<file path="config.mk">
export PLATFORM = sky130hd
export DESIGN_NAME = mult_sequencer
export DESIGN_NICKNAME = d
export VERILOG_FILES = /design/src/rtl/mult_sequencer_pkg.sv /design/src/rtl/mult_shift_add_step.sv /design/src/rtl/mult_sequencer.sv
export SDC_FILE = /design/constraint.sdc
export NUM_CORES = 1
export LEC_CHECK = 0
export ABC_AREA = 1
export CORE_UTILIZATION = 59
export DETAILED_ROUTE_END_ITERATION = 8
export PLACE_DENSITY = 0.84
export SLEW_MARGIN = 10
export SYNTH_ARGS = -nofsm -noshare
export SYNTH_HDL_FRONTEND = slang
export SYNTH_HIERARCHICAL = 1
export SYNTH_SLANG_ARGS = --single-unit
</file>
<file path="constraint.sdc">
create_clock -name clk -period 17 [get_ports clk]
set_clock_uncertainty 0.05 [all_clocks]
set_input_delay 1.7 -clock clk [delete_from_list [all_inputs] [get_ports clk]]
set_output_delay 1.7 -clock clk [all_outputs]
set_load 0.01 [all_outputs]
</file>
<file path="src/rtl/mult_sequencer_pkg.sv">
// Shared package for the EXE-stage multiply sequencer.
// Holds the word length, the MULT execute command code, the sequencer FSM
// state encodings and the iteration counter width.
package mult_sequencer_pkg;

  // Datapath word length shared by the whole pipeline.
  localparam int WORD_LEN = 32;

  // Execute command code the controller attaches to MULT.
  localparam logic [3:0] EXE_MULT = 4'b1010;

  // Counter width needed to count WORD_LEN iterations (WORD_LEN-1 down to 0).
  localparam int MSEQ_CNT_LEN = $clog2(WORD_LEN);

  // Sequencer FSM state encodings.
  typedef enum logic [1:0] {
    MSEQ_IDLE = 2'd0,
    MSEQ_RUN  = 2'd1,
    MSEQ_DONE = 2'd2
  } mseq_state_t;

endpackage

</file>
<file path="src/rtl/mult_shift_add_step.sv">
// One radix-2 shift-add iteration of the multiplier.
// Adds the multiplicand into the upper accumulator half when the current
// multiplier bit is set (WIDTH+1-bit sum keeps the carry), then shifts
// {carry, accumulator} right by one. Purely combinational.
import mult_sequencer_pkg::*;

module mult_shift_add_step #(
  parameter int WIDTH = WORD_LEN
) (
  input  logic [2*WIDTH-1:0] acc,
  input  logic [WIDTH-1:0]   mcand,
  input  logic               mbit,
  output logic [2*WIDTH-1:0] acc_next
);

  logic [WIDTH-1:0] addend;
  logic [WIDTH:0]   sum;

  assign addend = mbit ? mcand : '0;

  // Widened add on the upper half, then drop the lowest accumulator bit.
  always_comb begin
    sum      = {1'b0, acc[2*WIDTH-1:WIDTH]} + {1'b0, addend};
    acc_next = {sum, acc[WIDTH-1:1]};
  end

endmodule

</file>
<file path="src/rtl/mult_sequencer.sv">
// Multi-cycle radix-2 shift-add multiplier sequencer for the EXE stage.
// Accepts a MULT from IDLE, runs exactly WIDTH iterations in RUN, and
// commits the 2*WIDTH-bit product into HI/LO on the edge into DONE, where
// `done` pulses for one cycle. `stall` freezes the front of the pipeline
// for the accept cycle plus every RUN cycle.
//
// Handshake: `start` is a level meaning "EXE holds a MULT"; it is only
// sampled in IDLE, and an accept happens on an IDLE edge with start=1 and
// flush=0. `flush` aborts RUN without touching HI/LO; it is ignored in DONE.
//
// Build option: define MULT_SIGNED_EN for a two's-complement multiply
// (operands converted to magnitudes on accept, product negated on commit).
// Without it, operands are unsigned and no sign logic exists.
import mult_sequencer_pkg::*;

module mult_sequencer #(
  parameter int WIDTH = WORD_LEN
) (
  input  logic             clk,
  input  logic             rst,
  input  logic             start,
  input  logic             flush,
  input  logic [WIDTH-1:0] src1,
  input  logic [WIDTH-1:0] src2,
  output logic             stall,
  output logic             busy,
  output logic             done,
  output logic [WIDTH-1:0] product_hi,
  output logic [WIDTH-1:0] product_lo
);

  localparam int PW    = 2 * WIDTH;
  localparam int CNT_W = (WIDTH > 1) ? $clog2(WIDTH) : 1;
  localparam logic [CNT_W-1:0] CNT_LAST = CNT_W'(WIDTH - 1);

  mseq_state_t      state;
  logic [CNT_W-1:0] cnt;
  logic [PW-1:0]    acc;
  logic [PW-1:0]    acc_next;
  logic [WIDTH-1:0] mcand;
  logic [WIDTH-1:0] mplier;
  logic [WIDTH-1:0] src1_mag;
  logic [WIDTH-1:0] src2_mag;
  logic [PW-1:0]    result;
  logic             accept;

`ifdef MULT_SIGNED_EN
  logic sign_q;

  // Magnitudes of the two's-complement operands; -2^(WIDTH-1) maps onto
  // itself, which is the correct unsigned magnitude.
  assign src1_mag = src1[WIDTH-1] ? (~src1 + WIDTH'(1)) : src1;
  assign src2_mag = src2[WIDTH-1] ? (~src2 + WIDTH'(1)) : src2;
  // Final product, negated when the operand signs differed.
  assign result   = sign_q ? (~acc_next + PW'(1)) : acc_next;
`else
  assign src1_mag = src1;
  assign src2_mag = src2;
  assign result   = acc_next;
`endif

  assign accept = (state == MSEQ_IDLE) && start && !flush;
  assign busy   = (state != MSEQ_IDLE);
  assign stall  = accept || (state == MSEQ_RUN);

  mult_shift_add_step #(.WIDTH(WIDTH)) u_step (
    .acc      (acc),
    .mcand    (mcand),
    .mbit     (mplier[0]),
    .acc_next (acc_next)
  );

  // Sequencer FSM: operand capture, iteration, HI/LO commit and done pulse.
  always_ff @(posedge clk or posedge rst) begin
    if (rst) begin
      state      <= MSEQ_IDLE;
      cnt        <= '0;
      acc        <= '0;
      mcand      <= '0;
      mplier     <= '0;
      product_hi <= '0;
      product_lo <= '0;
      done       <= 1'b0;
`ifdef MULT_SIGNED_EN
      sign_q     <= 1'b0;
`endif
    end else begin
      case (state)
        MSEQ_IDLE: begin
          done <= 1'b0;
          if (accept) begin
            mcand  <= src1_mag;
            mplier <= src2_mag;
            acc    <= '0;
            cnt    <= CNT_LAST;
`ifdef MULT_SIGNED_EN
            sign_q <= src1[WIDTH-1] ^ src2[WIDTH-1];
`endif
            state  <= MSEQ_RUN;
          end
        end
        MSEQ_RUN: begin
          if (flush) begin
            state <= MSEQ_IDLE;
          end else begin
            acc    <= acc_next;
            mplier <= mplier >> 1;
            if (cnt == '0) begin
              // Last iteration: commit the product so it is valid in DONE.
              product_hi <= result[PW-1:WIDTH];
              product_lo <= result[WIDTH-1:0];
              done       <= 1'b1;
              state      <= MSEQ_DONE;
            end else begin
              cnt <= cnt - 1'b1;
            end
          end
        end
        MSEQ_DONE: begin
          done  <= 1'b0;
          state <= MSEQ_IDLE;
        end
        default: begin
          done  <= 1'b0;
          state <= MSEQ_IDLE;
        end
      endcase
    end
  end

endmodule

</file>
Fig. 1: run 1, wires at chosen ports, followed through buffers
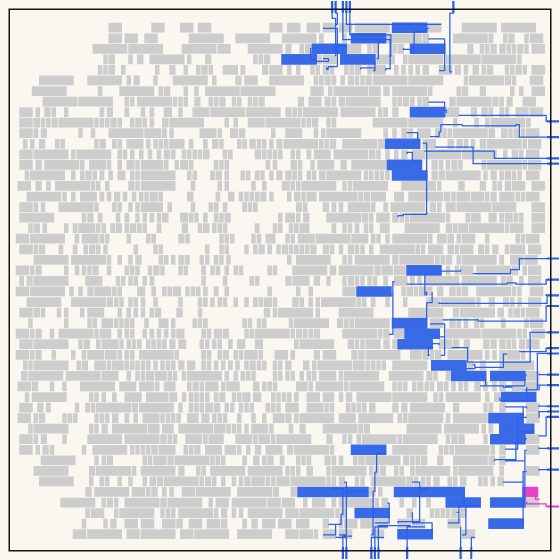
colour	port	bits	direction	edge	end cells	buffers	wire
magenta	rst	1	input	right	1	1	9.10 µm
blue	product_lo	32	output	18 right, 8 bottom, 6 top	32	32	936 µm

Fig. 2: run 1, routed metal per tile
28 x 28 tiles, from black (low) to pale yellow (high), scaled to the fullest tile. Values are wire area over tile area, all layers added.
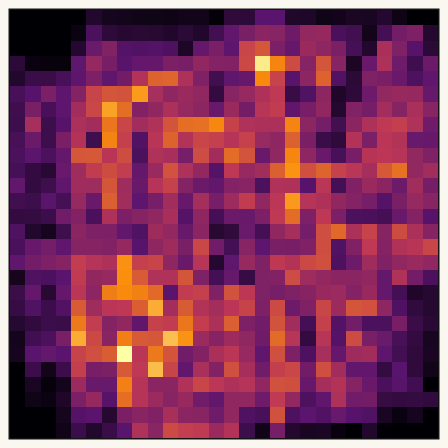
mean over tiles	0.21
fullest tile	0.62
tiles over half the peak	19%
nearly empty tiles	4.2%
densest ninth of the die	bottom middle

Fig. 3: run 1, where the registers sit
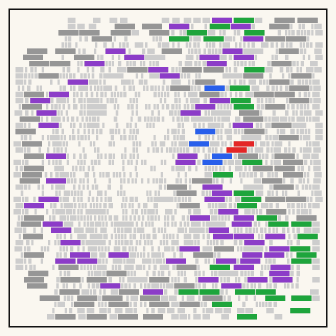
colour	netlist name	sequential cells
green	product_lo	32
red	state	2
purple	acc	63
blue	cnt	5
not coloured	97

==> impl_metrics.py, run 1 <==
# Metrics from the implementation run
metrics = {
    "finish": {
        "largest-register": "acc",
        "syn_to_final_growth_pct": 16.11,
        "drive_above_1_share_pct": 4.551,
        "comb_area_share_pct": 36.98,
        "nFillCells": 1507,
        "n_all_inverters": 221,
        "stdcell_count": 1855,
        "clock_cell_area_share_pct": 4.609,
        "largest_reg_flops": 63,
        "fin_area_mm2": 0.01290,
        "nClkBuffers": 18,
        "largest_class": "flip-flops and latches",
        "seq_cell_count": 199,
        "n_all_buffers": 143,
        "logic_area_mm2": 0.004770,
        "layout_top_cell": "nand2_1",
        "n_antenna_cell": 0,
        "mostFrequentLayoutCells": "nand2_1, inv_1, dfrtp_1",
        "nNetsFinal": 1715,
        "seqCellArea_mm2": 0.004980,
        "comb_cells": 1031,
        "post-route-util_pct": 70.82,
        "seq-cell-share_pct": 38.61,
        "buffer_area_share_pct": 11.08,
    },
    "power": {
        "comb_power_mw": 0.405,
        "power_mw": 1.415,
        "peakVddDrop_v": 0.00007177,
        "power_leader": "registers",
        "pg_seq_mw": 0.598,
        "clock_power_share_pct": 29.1,
        "power.leakage_nw": 7.501,
        "switchingPower_mw": 0.5097,
        "p_clk_mw": 0.411,
        "p_per_area_mw_per_mm2": 109.7,
        "pwr-share-comb_pct": 28.7,
        "seq_power_share_pct": 42.3,
    },
    "detailed_routing": {
        "avgViaCountPerCell": 5.174,
        "wl_met3_um": 1249,
        "dr.pass1.iters": 9,
        "drc": 13,
        "wl_per_cell_um": 13.84,
        "top_layer": "met4",
        "drt_iter0_drc": 741,
        "wl_um": 25670,
        "drt-met1-wl_um": 11510,
        "dr_total_vias": 9598,
        "ant_nets": 0,
        "wl_met2_um": 12420,
    },
    "run_status": {
        "failed_checks": "design-rule violations",
        "status": "finished with violations",
    },
    "placed_design": {
        "place_ws_ps": 12160,
        "io_buffers": 134,
        "place_area_mm2": 0.01227,
        "post-dp-hpwl_um": 17300,
        "gp_congestion": 0.9065,
    },
    "global_routing": {
        "top_usage_layer": "met2",
        "gr-total-overflow": 0,
        "grt_util_met3_pct": 4.454,
        "grt_max_degree": 133,
        "met1_usage_pct": 36.80,
        "grt_pass1_vias": 9059,
        "globalRouteMet2Util_pct": 46.86,
        "grt.total_usage_pct": 27.77,
        "antenna_found_initial": 0,
        "grt_pass1_wl_um": 43030,
    },
    "setup_path": {
        "crit_top_cell": "clkdlybuf4s50_1",
        "path_max_fanout": 6,
        "cpMaxStageDelayCell": "clkdlybuf4s50_1",
        "timing.rr.start": "mplier[0]$_DFFE_PP0P_",
        "crit_path_start": "flush",
        "required_ps": 15250,
        "cp_num_cells": 5,
        "r2r_slack_ps": 14340,
        "cp-endpoint": "stall",
        "worstSetupStartpointType": "primary input",
        "crit_buf_inv": 3,
        "crit_arrival_ps": 3090,
        "slowest_delay_ps": 530,
        "reg2reg_to": "acc[51]$_DFFE_PP0P_",
        "end_kind": "output port",
        "crit_chain": "clkdlybuf4s50_1, inv_1, nand3_4, nand2_1, clkdlybuf4s50_1",
        "rr_worst_depth": 17,
        "cp_top_family": "buffers and inverters",
    },
    "floorplanning": {
        "num_rows": 49,
        "fp.dieH_um": 139.2,
        "die_x_um": 139.2,
        "ios": 135,
        "fp_util_pct": 61.00,
        "coreArea_mm2": 0.01821,
        "chipArea_mm2": 0.01938,
        "nWellTaps": 229,
    },
    "clock_network": {
        "cts-resized-gates": 0,
        "clk_pin_slew_worst_paths_ps": 80,
        "postCtsSetupBuffers": 0,
        "clockRootBuffer": "clkbuf_16",
        "cts_buffers": 17,
        "clk_latency_ps": 450,
        "cts_max_level": 4,
        "tritoncts": "built",
        "clk_path_buf_depth": 2,
        "cts.sinks": 199,
        "holdBufCountCts": 0,
    },
    "run": {
        "tool_warnings": 29,
        "drv_cap": 0,
    },
    "sta": {
        "period_used_pct": 28.49,
        "worst_slack_ps": 12160,
        "setup_viol": 0,
        "rsz0062_at_grt": "no",
        "slew_headroom_pct": 39.93,
        "hold_viol_final": 0,
        "worstMarginPinSlew_ps": 897.9,
        "fmax_mhz": 206.5,
        "setup-tns-final_ps": 0,
        "final_max_slew_viol_count": 0,
        "finalCriticalPeriod_ps": 4843,
        "fin_hold_ws_ps": 437.9,
    },
    "synthesis": {
        "syn_area_mm2": 0.01111,
        "synth_cells": 1547,
        "avgSynthCellArea_um2": 7.180,
        "fp_nets": 1649,
        "ys.warnings.count": 6,
    },
    "hold_path": {
        "holdCritStartpoint": "mcand[13]$_DFFE_PP0P_",
        "whs_endpoint": "mcand[13]$_DFFE_PP0P_",
        "hold_depth": 2,
        "hold_class": "flip-flop to flip-flop",
    },
}
==> run 1 -> run 2 <==
CORE_UTILIZATION = 57   (was 59)
PLACE_DENSITY = 0.81   (was 0.84)
clock period = 4.8 ns   (was 17 ns; I/O delays follow)
Fig. 4: run 2, cell placement
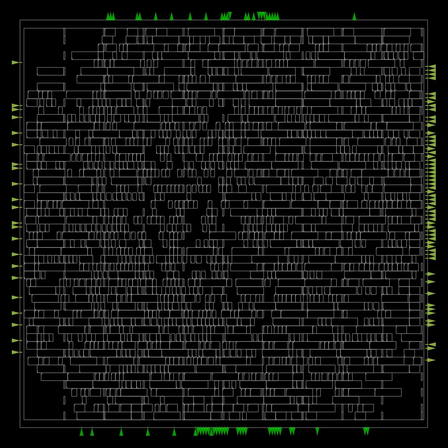
Rows: 50
fin util: 68.26%

Fig. 5: run 2, M3 wires
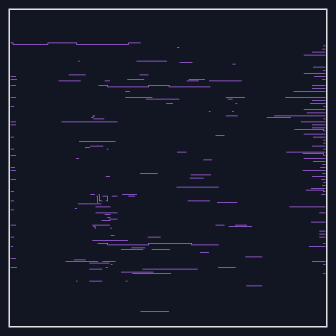
main direction	horizontal
wire length on this layer	1070 µm

==> run 2 against run 1 <==
Net effect:
- the flow now finishes without violations
- combinational power increased to 3.5 times the previous value
- sequential cell count did not move
- cell area unchanged
- global-route usage shrank 1.3 points
- register-to-register slack worse by 13000 ps
- largest power group unchanged
==> impl_metrics.py, run 2 <==
# Metrics from the implementation run
metrics = {
    "detailed_routing": {
        "drt-met1-wl_um": 11940,
        "wl_met3_um": 1069,
        "dr.pass1.iters": 5,
        "drc": 0,
        "wl_um": 25270,
        "avgViaCountPerCell": 5.043,
        "drt_iter0_drc": 600,
        "dr_total_vias": 9501,
        "wl_per_cell_um": 13.41,
        "ant_nets": 0,
        "top_layer": "met4",
    },
    "finish": {
        "n_all_buffers": 141,
        "n_all_inverters": 221,
        "comb_cells": 1031,
        "buffer_area_share_pct": 10.91,
        "nFillCells": 1643,
        "largest_class": "flip-flops and latches",
        "comb_area_share_pct": 36.98,
        "stdcell_count": 1884,
        "syn_to_final_growth_pct": 16.11,
        "clock_cell_area_share_pct": 4.512,
        "nClkBuffers": 18,
        "logic_area_mm2": 0.004770,
        "seq-cell-share_pct": 38.61,
        "drive_above_1_share_pct": 4.433,
        "fin_area_mm2": 0.01290,
        "layout_top_cell": "nand2_1",
        "n_antenna_cell": 0,
        "nNetsFinal": 1713,
        "seq_cell_count": 199,
        "largest-register": "acc",
        "largest_reg_flops": 63,
        "seqCellArea_mm2": 0.004980,
    },
    "global_routing": {
        "grt_pass1_vias": 8974,
        "grt_pass1_wl_um": 42270,
        "gr-total-overflow": 0,
        "met1_usage_pct": 36.27,
        "grt_max_degree": 200,
        "globalRouteMet2Util_pct": 43.56,
        "grt_util_met3_pct": 3.645,
        "grt.total_usage_pct": 26.48,
        "top_usage_layer": "met2",
        "antenna_found_initial": 0,
    },
    "setup_path": {
        "crit_top_cell": "nand2_1",
        "crit_arrival_ps": 3380,
        "cp_num_cells": 16,
        "rr_worst_depth": 16,
        "timing.rr.start": "mplier[0]$_DFFE_PP0P_",
        "cp-endpoint": "product_hi[19]$_DFFE_PP0P_",
        "crit_chain": "nand2_1, inv_1, ha_1, fa_1, nand3_1, nand3_2, nand2_1, nand2_2, nand2_2, nand2_2, nand2_1, nand2_1, nand2_1, nand2_1, nand2_1, nand2_1",
        "cpMaxStageDelayCell": "dfrtp_1",
        "end_kind": "flip-flop",
        "r2r_slack_ps": 1740,
        "reg2reg_to": "product_hi[19]$_DFFE_PP0P_",
        "cp_top_family": "simple AND/OR/NAND/NOR gates",
        "path_max_fanout": 33,
        "crit_buf_inv": 1,
        "crit_path_start": "mplier[0]$_DFFE_PP0P_",
        "required_ps": 5120,
        "worstSetupStartpointType": "flip-flop",
    },
    "power": {
        "p_clk_mw": 1.41,
        "pwr-share-comb_pct": 28.2,
        "power.leakage_nw": 7.471,
        "clock_power_share_pct": 28.5,
        "pg_seq_mw": 2.15,
        "peakVddDrop_v": 0.0002681,
        "power_mw": 4.956,
        "comb_power_mw": 1.40,
        "power_leader": "registers",
        "p_per_area_mw_per_mm2": 384.3,
        "switchingPower_mw": 1.770,
        "seq_power_share_pct": 43.3,
    },
    "sta": {
        "rsz0062_at_grt": "no",
        "setup_viol": 0,
        "hold_viol_final": 0,
        "finalCriticalPeriod_ps": 3061,
        "worst_slack_ps": 1739,
        "final_max_slew_viol_count": 0,
        "fin_hold_ws_ps": 435.1,
        "worstMarginPinSlew_ps": 1152,
        "fmax_mhz": 326.7,
        "period_used_pct": 63.77,
        "slew_headroom_pct": 23.17,
        "setup-tns-final_ps": 0,
    },
    "clock_network": {
        "cts_buffers": 17,
        "clockRootBuffer": "clkbuf_16",
        "holdBufCountCts": 0,
        "clk_pin_slew_worst_paths_ps": 70,
        "tritoncts": "built",
        "postCtsSetupBuffers": 0,
        "clk_latency_ps": 440,
        "cts_max_level": 4,
        "cts-resized-gates": 0,
    },
    "synthesis": {
        "avgSynthCellArea_um2": 7.180,
        "synth_cells": 1547,
        "ys.warnings.count": 6,
        "fp_nets": 1649,
        "syn_area_mm2": 0.01111,
    },
    "placed_design": {
        "gp_congestion": 0.9538,
        "place_ws_ps": 1714,
        "place_area_mm2": 0.01231,
    },
    "floorplanning": {
        "nWellTaps": 260,
        "fp.dieH_um": 141.6,
        "ios": 135,
        "chipArea_mm2": 0.02005,
        "coreArea_mm2": 0.01889,
        "die_x_um": 141.6,
        "fp_util_pct": 58.79,
    },
    "run": {
        "drv_cap": 0,
        "tool_warnings": 28,
    },
    "hold_path": {
        "whs_endpoint": "mcand[24]$_DFFE_PP0P_",
        "hold_depth": 2,
        "hold_class": "flip-flop to flip-flop",
        "holdCritStartpoint": "mcand[24]$_DFFE_PP0P_",
    },
    "run_status": {
        "status": "finished clean",
    },
}
Power and IR drop assume default switching activity.
